[src/rtl/sepe_fetch_stage.sv]
`default_nettype none
// +----------------------------------------------------------------------------+
// | Module      : sepe_fetch_stage                                             |
// | Description : Fetch stage between the SEPE instruction FIFO and decode.    |
// |               Pulls words from the FIFO read port into a small circular    |
// |               prefetch queue, drops NOP bubbles, and presents the queue    |
// |               head to decode over a valid/ready handshake. Supports flush. |
// |               Optional statistics build: define SEPE_FETCH_STATS_EN to get |
// |               issued/bubble counters; otherwise both read 16'h0000.        |
// | Revision    : 1.0 - initial release                                        |
// +----------------------------------------------------------------------------+
module sepe_fetch_stage #(
  parameter int          DEPTH    = 4,
  parameter logic [31:0] NOP_INSN = 32'h00000013
) (
  input  logic        clk,
  input  logic        rstn,
  output logic        inst_fifo_rd,
  input  logic [31:0] inst_fifo_rdata,
  input  logic        flush,
  output logic        dec_valid,
  input  logic        dec_ready,
  output logic [31:0] dec_inst,
  output logic [15:0] issued_cnt,
  output logic [15:0] bubble_cnt
);

  localparam int                PTR_W    = $clog2(DEPTH);
  localparam int                CNT_W    = PTR_W + 1;
  localparam logic [CNT_W-1:0]  FULL_CNT = CNT_W'(DEPTH);

  logic [31:0]      mem_q [DEPTH];
  logic [PTR_W-1:0] wr_ptr_q, wr_ptr_d;
  logic [PTR_W-1:0] rd_ptr_q, rd_ptr_d;
  logic [CNT_W-1:0] count_q, count_d;
  logic             w_push;
  logic             w_pop;
  logic             w_rdata_nop;

  // Read request, enqueue/dequeue qualifiers and the decode-facing view of the head
  always_comb begin
    w_rdata_nop  = (inst_fifo_rdata == NOP_INSN);
    // No full-queue bypass: a pop this cycle does not open a slot until next cycle
    inst_fifo_rd = rstn & ~flush & (count_q < FULL_CNT);
    w_push       = inst_fifo_rd & ~w_rdata_nop;
    dec_valid    = (count_q != '0);
    w_pop        = dec_valid & dec_ready & ~flush;
    dec_inst     = dec_valid ? mem_q[rd_ptr_q] : NOP_INSN;
  end

  // Next-state for pointers and occupancy; flush wins over everything
  always_comb begin
    wr_ptr_d = wr_ptr_q;
    rd_ptr_d = rd_ptr_q;
    count_d  = count_q;
    if (flush) begin
      wr_ptr_d = '0;
      rd_ptr_d = '0;
      count_d  = '0;
    end else begin
      if (w_push) wr_ptr_d = wr_ptr_q + PTR_W'(1);
      if (w_pop)  rd_ptr_d = rd_ptr_q + PTR_W'(1);
      case ({w_push, w_pop})
        2'b10:   count_d = count_q + CNT_W'(1);
        2'b01:   count_d = count_q - CNT_W'(1);
        default: count_d = count_q;
      endcase
    end
  end

  // Pointer and occupancy registers
  always_ff @(posedge clk or negedge rstn) begin
    if (!rstn) begin
      wr_ptr_q <= '0;
      rd_ptr_q <= '0;
      count_q  <= '0;
    end else begin
      wr_ptr_q <= wr_ptr_d;
      rd_ptr_q <= rd_ptr_d;
      count_q  <= count_d;
    end
  end

  // Entry storage; not reset because dec_inst is masked whenever the queue is empty
  always_ff @(posedge clk) begin
    if (w_push) mem_q[wr_ptr_q] <= inst_fifo_rdata;
  end

`ifdef SEPE_FETCH_STATS_EN
  logic [15:0] issued_q, issued_d;
  logic [15:0] bubble_q, bubble_d;

  // Issued count wraps; bubble count saturates so long idle stretches stay readable
  always_comb begin
    issued_d = issued_q + {15'd0, w_pop};
    bubble_d = bubble_q;
    if (inst_fifo_rd && w_rdata_nop && (bubble_q != 16'hFFFF)) begin
      bubble_d = bubble_q + 16'd1;
    end
  end

  // Statistics registers, cleared only by reset (flush leaves them alone)
  always_ff @(posedge clk or negedge rstn) begin
    if (!rstn) begin
      issued_q <= '0;
      bubble_q <= '0;
    end else begin
      issued_q <= issued_d;
      bubble_q <= bubble_d;
    end
  end

  assign issued_cnt = issued_q;
  assign bubble_cnt = bubble_q;
`else
  assign issued_cnt = 16'h0000;
  assign bubble_cnt = 16'h0000;
`endif

endmodule
`default_nettype wire

[config.mk]
export PLATFORM = sky130hd
export DESIGN_NAME = sepe_fetch_stage
export DESIGN_NICKNAME = d
export VERILOG_FILES = /design/src/rtl/sepe_fetch_stage.sv
export SDC_FILE = /design/constraint.sdc
export NUM_CORES = 1
export LEC_CHECK = 0
export CAP_MARGIN = 20
export CORE_MARGIN = 2
export CORE_UTILIZATION = 44
export DETAILED_ROUTE_END_ITERATION = 10
export GPL_ROUTABILITY_DRIVEN = 1
export HOLD_SLACK_MARGIN = 0.05
export PLACE_DENSITY = 0.69
export SLEW_MARGIN = 5
export SYNTH_ARGS = -nofsm -noshare
export SYNTH_HDL_FRONTEND = slang
export SYNTH_SLANG_ARGS = --single-unit
export TNS_END_PERCENT = 10
[constraint.sdc]
create_clock -name clk -period 2 [get_ports clk]
set_input_delay 0.4 -clock clk [delete_from_list [all_inputs] [get_ports clk]]
set_output_delay 0.4 -clock clk [all_outputs]
set_load 0.05 [all_outputs]
Fig. 1: clock distribution
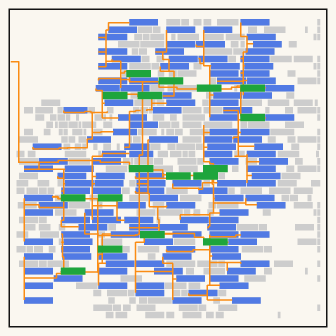
Key: clock wires = orange [length 1360 µm]; flip-flops = blue [count 135]; clock drivers = green [count 17]
There are 18 routed clock nets.

Fig. 2: M1 wires
The bar under the picture is 20 µm long. Supply wires on this layer in gray.
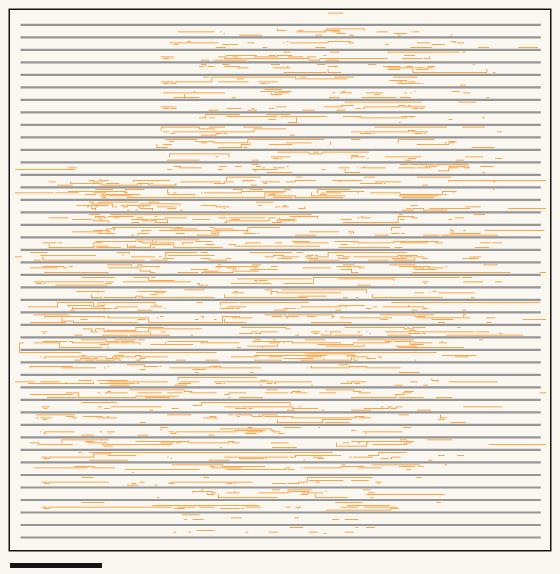
The layer carries 4710 µm of wire. The wires run mostly horizontal. The layer holds 42% of the routed length.

Fig. 3: routing congestion
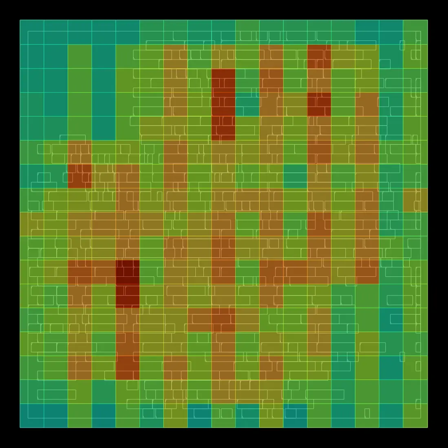
most congested layer reported by global routing: met2
utilization after layout: 64.3%

==> sequential cells by signal, indices dropped and copies added (netlist names) <==
register	flops
count_q	3
mem_q	128
wr_ptr_q	2
rd_ptr_q	2
==> cell type report <==
type                       instances  area [µm²]  share of cell area (%)
sequential                       135        4020                    49.6
clock inverter                    13         155                    1.91
clock buffer                      18         429                    5.29
timing repair buffer             131        1690                    20.8
multi-input combinational        143        1590                    19.6
inverter                           4        15.0                   0.185
tap                              172         215                    2.65
==> worst reg2reg max path, stage by stage (launching register included) <==
cell	delay, ps
sky130_fd_sc_hd__dfrtp_1	450
sky130_fd_sc_hd__nor3_2	260
sky130_fd_sc_hd__inv_2	90
sky130_fd_sc_hd__nand2_1	110
sky130_fd_sc_hd__nor3_2	50
sky130_fd_sc_hd__fa_2	540
sky130_fd_sc_hd__nand3_1	70
sky130_fd_sc_hd__a311oi_1	240
==> cells in the mapped netlist (all sizes together) <==
master   number  area [µm²]
conb          1        3.75
edfxtp      128        3840
a221oi        1        8.76
nand3         2        10.0
a311oi        1        8.76
buf          40         305
o21a          1        7.51
o2111ai       1        8.76
nor4bb        1        10.0
dfrtp         7         175
nor3b         1        12.5
nand4         2        12.5
nand2         3        11.3
or2           3        18.8
clkbuf        5        18.8
and2         33         211
inv           4        15.0
mux4         32         721
fa            1        20.0
a31oi         1        6.26
o21ai         3        15.0
nor4          6        62.6
mux2i         2        20.0
nor3          3        20.0
xor2          2        17.5
nor2          5        18.8
xnor2         2        17.5
ha            4        50.1
nor4b         1        15.0
==> layout by cell type (no fill, tap or decap), drive strengths merged, types with 3 or more instances in the layout <==
master,instances
dlygate4sd2,18
inv,5
clkinv,7
clkdlybuf4s50,5
nor2,5
dlymetal6s2s,6
buf,94
clkbuf,24
bufinv,3
edfxtp,128
mux4,32
conb,32
nor4,6
or2,3
nor3,3
nand2,3
ha,4
dfrtp,7
o21ai,3
and2,33
==> metal layers <==
layer | vias to the layer above | share of wire (%) | global-route usage (%) | routed length (µm)
met5 | - | 0 | 0 | 0
li1 | 1372 | - | - | -
met3 | 11 | 4.8 | 4.46 | 529
met2 | 106 | 52 | 26.8 | 5740
met1 | 1527 | 42 | 21.7 | 4710
met4 | 0 | 1.0 | 5.05 | 113
==> stage by stage <==
step / utilization, % / total power, mW / worst slack [ps]
global route: 64.3 / 8.79 / -376
finish: 64.3 / 8.53 / -330
global placement: 57.4 / 5.28 / -998
CTS: 63.1 / 8.45 / -358
floorplan: - / 4.43 / -368
detailed placement: 57.4 / 5.30 / -980
==> power by group <==
part / leakage, nW / internal, mW / switching (mW) / total [mW]
registers: 1.26 / 3.18 / 0.0371 / 3.22
clock network: 0.283 / 1.94 / 1.09 / 3.04
logic: 1.44 / 1.11 / 1.16 / 2.27
total: 2.98 / 6.24 / 2.29 / 8.53
==> timing repair <==
item,in CTS,in global routing
buffers inserted,0,3
setup endpoints to repair,164,163
cloned,1,2
endpoints found under the hold margin,0,0
pin swaps,14,17
gates resized,62,37
==> results.txt <==
This note records the results obtained with Yosys and OpenROAD.

STA
The final worst-path setup slack is -330 ps. The count of final setup violators is 33. The final layout reports a setup TNS of -9820 ps.

Clocking
The clock root buffer master is sky130_fd_sc_hd__clkbuf_16. The worst-case clock buffer depth is 2. Looking at the worst setup and hold paths, the clock pins of their registers show a slew of 50 ps. TritonCTS created 17 clock buffers.

The deepest level of the CTS H-tree is 4.

Synth
In this run the cell area of the synthesized design comes to 5670 µm². The number of distinct library cells after synthesis is 36. The portion of the post-synthesis area used by sequential elements is 70.9%. For reference, simple AND, OR, NAND and NOR cells occupy 7.11% of the area reported after synthesis.

The synthesis-stage register bit count is 135. The post-synthesis share of cell area spent on and-or and or-and gates is 0.972%.

Floorplanning
Per the OpenROAD floorplan log, the area of the core is 12600 µm². The vertical die size is 117 µm. The die area is 13800 µm². The site row count is 41.

Pin placement for this block handled 102 I/O pins.

Setup path
Grouping stages by cell kind, the critical path spends the most delay in multiplexers. The number of logic stages on the critical path including buffering is 5. In the setup report, the worst path falls into the class reg2out. The longest incremental delay of any stage on the critical path is reported as 500 ps.

The required arrival time at the worst endpoint is 1600 ps. The worst register-to-register path depth is 7.

Finish
Of the cells placed in the final design, the portion with a size suffix greater than 1 is 48.0%. The layout has 856 filler cells.

Worst hold path
Looking at the hold checks, the worst path lands on mem_q[3][8].

Place
The total placed cells including tap cells is 579. The placement summary gives the final routability congestion estimate as 0.804. The placed instance area is 7240 µm². According to the dpl log, the detail-placed design has an HPWL of 6870 µm.

Global route
Entering global routing, the biggest net connects 26 pins. The number of global-route vias before repair came to 3106. The total global-route track usage is 16.4%.

Routing
The count of nets left with antenna violations once routing finished came out at 0. The DRC marker count from the first detailed-route iteration is 192.

Pwr
The largest vdd supply drop is 0.632 mV.

Run status
The checks that failed: setup timing. The flow ran to the end, but the final reports show violations.
Power and IR drop assume default switching activity.
